**config.mk**
```make
export PLATFORM = sky130hd
export DESIGN_NAME = seq_add_sub
export DESIGN_NICKNAME = d
export VERILOG_FILES = /design/src/rtl/seq_add_sub_pkg.sv /design/src/rtl/seq_add_sub_chunk_adder.sv /design/src/rtl/seq_add_sub.sv
export SDC_FILE = /design/constraint.sdc
export NUM_CORES = 1
export LEC_CHECK = 0
export CAP_MARGIN = 0
export CORE_ASPECT_RATIO = 0.6
export CORE_UTILIZATION = 45
export CTS_BUF_LIST = sky130_fd_sc_hd__clkbuf_4 sky130_fd_sc_hd__clkbuf_8 sky130_fd_sc_hd__clkbuf_16
export CTS_CLUSTER_SIZE = 10
export DETAILED_ROUTE_END_ITERATION = 16
export PLACE_DENSITY = 0.74
export SYNTH_ARGS = -nofsm -noshare
export SYNTH_HDL_FRONTEND = slang
export SYNTH_SLANG_ARGS = --single-unit
```
**constraint.sdc**
```tcl
create_clock -name clk -period 2.3 [get_ports clk]
set_clock_uncertainty 0.2 [all_clocks]
set_input_delay 0.46 -clock clk [delete_from_list [all_inputs] [get_ports clk]]
set_output_delay 0.46 -clock clk [all_outputs]
set_load 0.005 [all_outputs]
```
**src/rtl/seq_add_sub_pkg.sv**
```systemverilog
// Shared types and helpers for the chunked sequential adder/subtractor.
package seq_add_sub_pkg;

   typedef enum logic [1:0] {
      IDLE = 2'd0,
      RUN  = 2'd1,
      DONE = 2'd2
   } state_e;

   function automatic int num_chunks(input int w, input int chunk);
      return w / chunk;
   endfunction

endpackage

```
**src/rtl/seq_add_sub_chunk_adder.sv**
```systemverilog
// Combinational CHUNK-bit adder slice with carry into its top bit exposed.
module chunk_adder #(
   parameter int CHUNK = 4
) (
   input  logic [CHUNK-1:0] x,
   input  logic [CHUNK-1:0] y,
   input  logic             cin,
   output logic [CHUNK-1:0] sum,
   output logic             cout,
   output logic             c_msb_in
);

   logic [CHUNK:0] full;

   assign full = {1'b0, x} + {1'b0, y} + {{CHUNK{1'b0}}, cin};
   assign sum  = full[CHUNK-1:0];
   assign cout = full[CHUNK];
   // Top-bit sum is x^y^cin, so cin of that bit falls out of the sum.
   assign c_msb_in = sum[CHUNK-1] ^ x[CHUNK-1] ^ y[CHUNK-1];

endmodule

```
**src/rtl/seq_add_sub.sv**
```systemverilog
// Multi-cycle W-bit adder/subtractor, CHUNK bits per clock, with flags.
module seq_add_sub
   import seq_add_sub_pkg::*;
#(
   parameter int W     = 8,
   parameter int CHUNK = 4
) (
   input  logic         clk,
   input  logic         rst,
   input  logic         in_valid,
   output logic         in_ready,
   input  logic [W-1:0] a,
   input  logic [W-1:0] b,
   input  logic         sub,
   output logic         out_valid,
   input  logic         out_ready,
   output logic [W-1:0] s,
   output logic         c,
   output logic         v,
   output logic         z
);

   localparam int N  = num_chunks(W, CHUNK);
   localparam int IW = (N > 1) ? $clog2(N) : 1;

   if (W < 2) begin : g_bad_w
      $error("seq_add_sub: W must be at least 2");
   end
   if (CHUNK < 1 || (W % CHUNK) != 0) begin : g_bad_chunk
      $error("seq_add_sub: W must be a multiple of CHUNK");
   end

   state_e         state_q;
   logic [W-1:0]   a_q;
   logic [W-1:0]   b_q;
   logic [W-1:0]   r_q;
   logic [W-1:0]   r_d;
   logic [W-1:0]   s_q;
   logic [IW-1:0]  idx_q;
   logic           cy_q;
   logic           c_q;
   logic           v_q;
   logic           z_q;
   logic           ov_q;

   logic [CHUNK-1:0] x_w;
   logic [CHUNK-1:0] y_w;
   logic [CHUNK-1:0] sum_w;
   logic             cout_w;
   logic             cmsb_w;
   logic             last_w;
   logic             acc_w;

   assign in_ready = (state_q == IDLE) ||
                     ((state_q == DONE) && out_ready);
   assign acc_w    = in_valid && in_ready;
   assign last_w   = (idx_q == IW'(N - 1));

   assign x_w = a_q[int'(idx_q) * CHUNK +: CHUNK];
   assign y_w = b_q[int'(idx_q) * CHUNK +: CHUNK];

   chunk_adder #(
      .CHUNK(CHUNK)
   ) u_chunk (
      .x       (x_w),
      .y       (y_w),
      .cin     (cy_q),
      .sum     (sum_w),
      .cout    (cout_w),
      .c_msb_in(cmsb_w)
   );

   always_comb begin
      r_d = r_q;
      r_d[int'(idx_q) * CHUNK +: CHUNK] = sum_w;
   end

   always_ff @(posedge clk) begin
      if (rst) begin
         state_q <= IDLE;
         a_q     <= '0;
         b_q     <= '0;
         r_q     <= '0;
         s_q     <= '0;
         idx_q   <= '0;
         cy_q    <= 1'b0;
         c_q     <= 1'b0;
         v_q     <= 1'b0;
         z_q     <= 1'b0;
         ov_q    <= 1'b0;
      end else begin
         unique case (state_q)
            IDLE: ;
            RUN: begin
               r_q   <= r_d;
               cy_q  <= cout_w;
               idx_q <= idx_q + IW'(1);
               if (last_w) begin
                  s_q     <= r_d;
                  c_q     <= cout_w;
                  v_q     <= cmsb_w ^ cout_w;
                  z_q     <= (r_d == '0);
                  ov_q    <= 1'b1;
                  state_q <= DONE;
               end
            end
            DONE: begin
               if (out_ready) begin
                  ov_q    <= 1'b0;
                  state_q <= IDLE;
               end
            end
            default: state_q <= IDLE;
         endcase
         // Accept overrides the DONE->IDLE move for back-to-back traffic.
         if (acc_w) begin
            a_q     <= a;
            b_q     <= b ^ {W{sub}};
            cy_q    <= sub;
            idx_q   <= '0;
            state_q <= RUN;
         end
      end
   end

   assign out_valid = ov_q;
   assign s         = s_q;
   assign c         = c_q;
   assign v         = v_q;
   assign z         = z_q;

endmodule

```
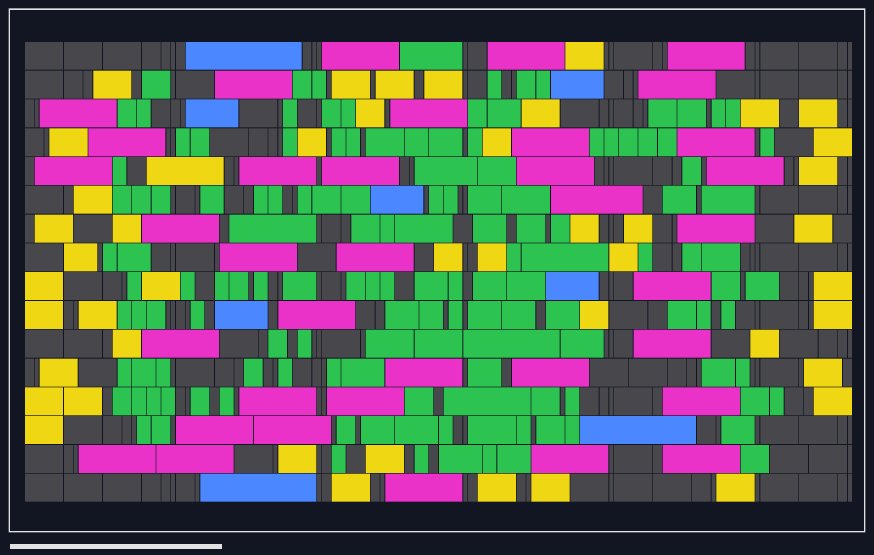
run_1/class_map.png
The bar under the picture is 20 um long. Fill, decap, tap and diode cells in gray.
- yellow: remaining buffers and delay cells (cells 46; share of their area 20%)
- blue: clock drivers and dummy loads (cells 8; share of their area 7.1%)
- magenta: registers (cells 36; share of their area 32%)
- green: remaining logic cells (cells 139; share of their area 41%)
CORE AREA: 3400 um^2
row count: 16
Post-Route Utilization: 0.676

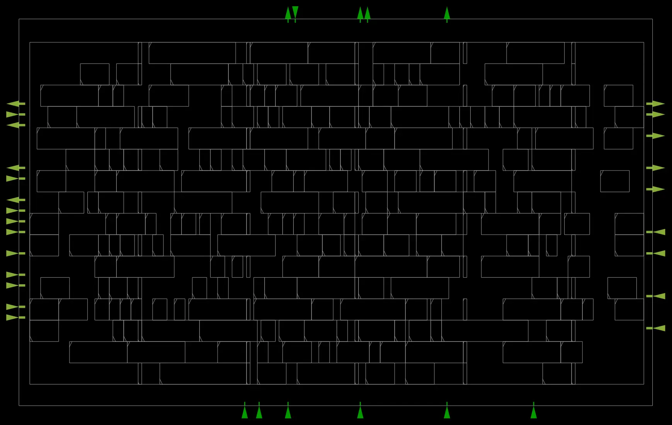
run_1/placed.png
final std cells w/o fill: 274
Flop Count: 36
sequential share of cell area: 0.315
n_taps: 45
fillcell total: 263

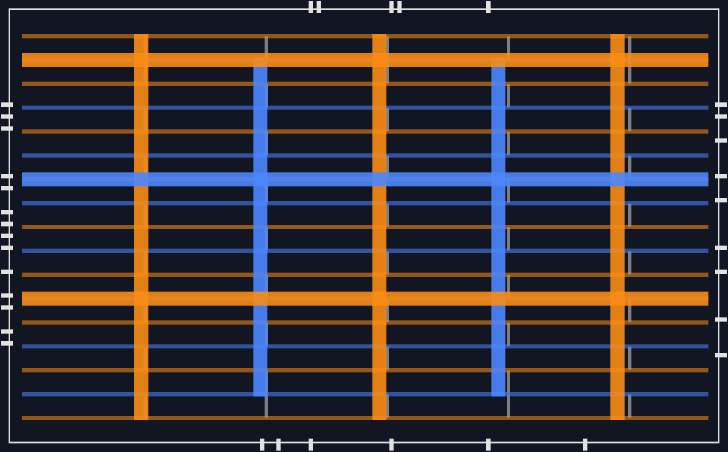
run_1/floorplan.png
Pins as bars on the die edge. Tap cells in gray.
- orange: VSS
- blue: VDD
- met5 straps: 3
- met4 straps: 5
Chip Height: 49.2 um
maximum vdd drop: 0.427 mV
overall die width: 80.7 um

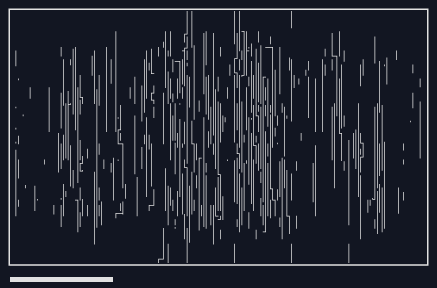
run_1/m2.png
The bar under the picture is 20 um long.
- nets with wire on the layer: 198
- wire length on this layer: 1840 um
- longest straight run: 26.7 um
- main direction: vertical
- share of all routed wire: 45%

==> out/results.txt, run 1 <==
status - finished with violations
failing checks - negative setup slack
chip footprint - 3970 um^2
Layout area overhead - 37.7%
most frequent logic cells in the routed design - nand2_1 (36), dfxtp_1 (35), clkdlybuf4s50_1 (32), a21oi_1 (20), nor2_1 (18)
WL final - 4.10 mm
Latency at later pin - 290 ps
Total GRT Usage - 0.221
cell mode on critical path - fa_2
FMAX - 0.416 GHz
cycle use final - 1.05
Hold Crit Class - flop to flop
drt pass-1 iters - 4
YS warnings - 0
Min-Delay Endpoint - z
htree depth - 2
hold depth - 2
clk slew on worst S/H paths - 80 ps
RSZ-0062 raised after global routing - yes
CP bufs+invs - 0
most numerous logic cell after layout - nand2_1
setup total negative slack - -148 ps
Syn Std Cell Area - 1670 um^2
HP Start - z
Final WS setup - -105 ps
final setup violation count - 2
critical path, cell by cell - mux2i_1, fa_2, fa_2, xnor2_1, nor4bb_2, nand4b_1, a21oi_1
CP Depth - 7
worst slack at placement - -157 ps
Synth Seq Share - 0.431
worst reg-to-reg setup slack - -100 ps
slew at the pin with the worst max-slew slack - 549 ps
DP Area - 2090 um^2
-- run 1: timing repair --
item / in CTS / in global routing
setup buffers: 1 / 0
setup endpoints to repair: 7 / 6
pin swaps: 1 / 2
gates resized: 6 / 4
-- run 1: per-layer routing --
layer  wire length [um]  up-vias  track usage
met5                  0        -            0
met4                 69        0       0.0893
met3                263       13       0.0579
met2               1840       60        0.342
met1               1930      621        0.293
li1                   -      702            -
-- run 1: power by group --
group	internal, uW	total, uW	switching (uW)
Clock	542	774	232
Sequential	662	693	31.1
Combinational	174	336	161
-- run 1: cell usage after synthesis --
master / count
nor4bb_1: 1
o21ai_2: 1
and2_2: 1
buf_1: 1
o21a_1: 2
buf_6: 3
o31ai_2: 1
nor2b_2: 1
and2_1: 1
a211oi_1: 9
nand3b_1: 2
mux2i_1: 6
a21oi_1: 22
buf_2: 3
dfxtp_1: 36
nand2_1: 36
a21oi_2: 1
a211oi_2: 1
clkbuf_1: 3
nand4b_1: 1
ha_1: 3
o21ai_0: 1
nor2b_1: 2
xnor2_1: 13
nand2b_1: 1
nor3_1: 3
mux2_2: 5
buf_4: 2
nor2_1: 18
xor2_2: 1
fa_1: 2
inv_1: 4
-- run 1: sequential cells by signal, summed over array words and instances (netlist names) --
signal and count:
a_q 8, b_q 8, s 8, r_q 4
state_q 2, c 1, cy_q 1, idx_q 1
out_valid 1, v 1, z 1
-- run 1: worst min-delay path, cell delays in order (launching register included) --
cell and delay [ps]:
dfxtp_1 310, nand2_1 50, a21oi_1 50
-- run 1: kinds of logic after synthesis --
kind of cell / share of synthesized area
buffers and inverters: 0.0561
flip-flops: 0.431
multiplexers: 0.0696
XOR/XNOR: 0.0778
AND-OR/OR-AND: 0.144
adder cells (fa/ha/maj): 0.0464
AND/OR/NAND/NOR: 0.175
==> inputs of run 2 (changes only) <==
Settings changed: TNS_END_PERCENT set to 1.
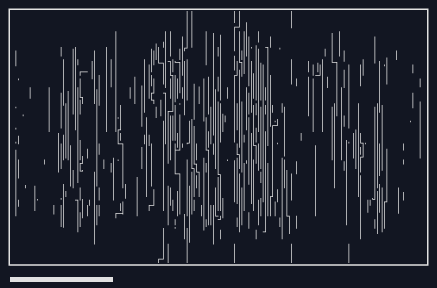
run_2/m2.png
The bar under the picture is 20 um long.
WL final: 4.09 mm
detailed-route via count: 1386
M2 GR Usage: 0.339

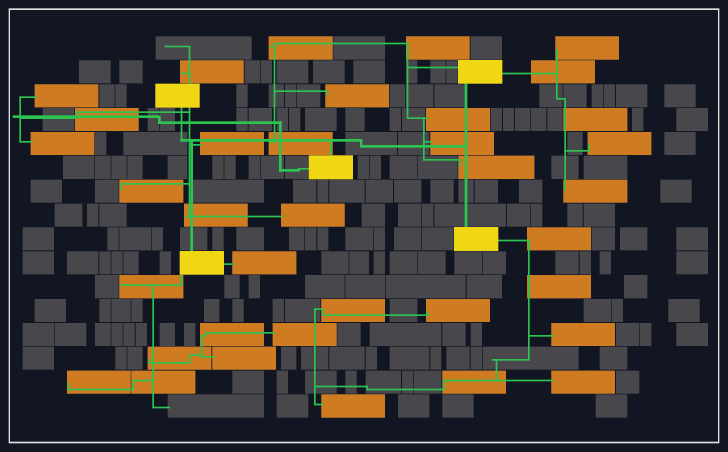
run_2/clock_wires.png
- yellow: clock-net drivers (count 5)
- orange: flip-flops (count 36)
- green: clock wires (length 432 um)
- routed clock nets: 6
- flops lie: spread over the die
clock-net power: 772 uW
Latency at later pin: 290 ps
Clk pwr share: 0.429

==> run 2 against run 1 <==
Against the previous run: the run still ends with negative setup slack left; register-to-register slack is essentially flat; power shrank 0.19%; global-route usage shrank 0.080 points; critical path type unchanged.
==> out/results.txt, run 2 <==
status - finished with violations
failing checks - negative setup slack
count of library flops with an enable pin - 0
clk slew on worst S/H paths - 80 ps
worst reg-to-reg setup slack - -100 ps
sequential cell power - 693 uW
RSZ-0062 raised after global routing - yes
YS warnings - 0
worst slack at placement - -157 ps
Net Sw Power - 421 uW
Combinational Power - 334 uW
htree depth - 2
final std cells w/o fill - 274
Top Consumer - the clock network
most numerous logic cell after layout - nand2_1
Syn Std Cell Area - 1670 um^2
FFs w/ async S/R, synth - 0
chip footprint - 3970 um^2
Hold Crit Class - flop to flop
tool warnings - 29
Layout area overhead - 37.5%
Sw Share - 0.234
CORE AREA - 3400 um^2
row count - 16
FMAX - 0.417 GHz
setup total negative slack - -138 ps
overall die width - 80.7 um
P_int - 1380 uW
Seq pwr share - 0.385
Total GRT Usage - 0.220
Final WS setup - -96.2 ps
logic gate share of total power - 0.186
slew at the pin with the worst max-slew slack - 546 ps
final setup violation count - 2
maximum vdd drop - 0.424 mV
cycle use final - 1.04
post-synth top area cell - dfxtp_1
ys flop type - dfxtp_1
cell mode on critical path - fa_2
fillcell total - 265
most frequent logic cells in the routed design - nand2_1 (36), dfxtp_1 (35), clkdlybuf4s50_1 (32), a21oi_1 (20), nor2_1 (18)
CP bufs+invs - 0
[run 2: cell counts after synthesis]
Identical to the previous run, type by type.
[run 2: stage by stage]
stage	power (uW)	util	area, um^2
6_report	1800	0.675	2300
2_1_floorplan	900	-	1690
3_3_place_gp	996	0.614	2090
3_5_place_dp	1020	0.614	2090
4_1_cts	1800	0.671	2280
5_1_grt	1870	0.675	2300
[run 2: cells by family (layout without fill, tap and decap cells)]
family | after synthesis | in the layout | share of synthesized area
simple gates | 67 | 67 | 0.175
fa+ha+maj | 5 | 5 | 0.0464
mux | 11 | 11 | 0.0696
xor+xnor | 14 | 14 | 0.0778
compound gates | 38 | 38 | 0.144
flops | 36 | 36 | 0.431
buf+inv | 16 | 58 | 0.0561
[run 2: cell type report]
cell class / instances / area [um^2] / area share
flip-flops and latches: 36 / 724 / 0.315
multi-input cells: 135 / 905 / 0.394
clock buffers: 5 / 68.8 / 0.0299
well taps: 45 / 56.3 / 0.0245
repair buffers: 46 / 439 / 0.191
clock inverters: 3 / 90.1 / 0.0392
inverters: 4 / 15.0 / 0.00653
[run 2: what timing repair did]
action / 4_1_cts / 5_1_grt
setup buffers: 1 / 0
hold buffers: 0 / 0
endpoints found under the hold margin: 0 / 0
endpoints found under the setup margin: 7 / 6
pin swaps: 1 / 2
gates resized: 6 / 3
[run 2: metal layers]
metal / share of wire / vias to the layer above / global-route usage / wire (um)
met5: 0 / - / 0 / 0
met2: 0.44 / 47 / 0.339 / 1810
met4: 0.015 / 0 / 0.0833 / 62
met3: 0.052 / 11 / 0.0579 / 214
met1: 0.49 / 624 / 0.295 / 2000
li1: - / 704 / - / -
[run 2: final timing paths]
kind	start	endpoint	cells past startpoint
max	idx_q	z	7
max reg2reg	idx_q	z	7
min	z	z	2
min reg2reg	z	z	2
Power and IR drop assume default switching activity.
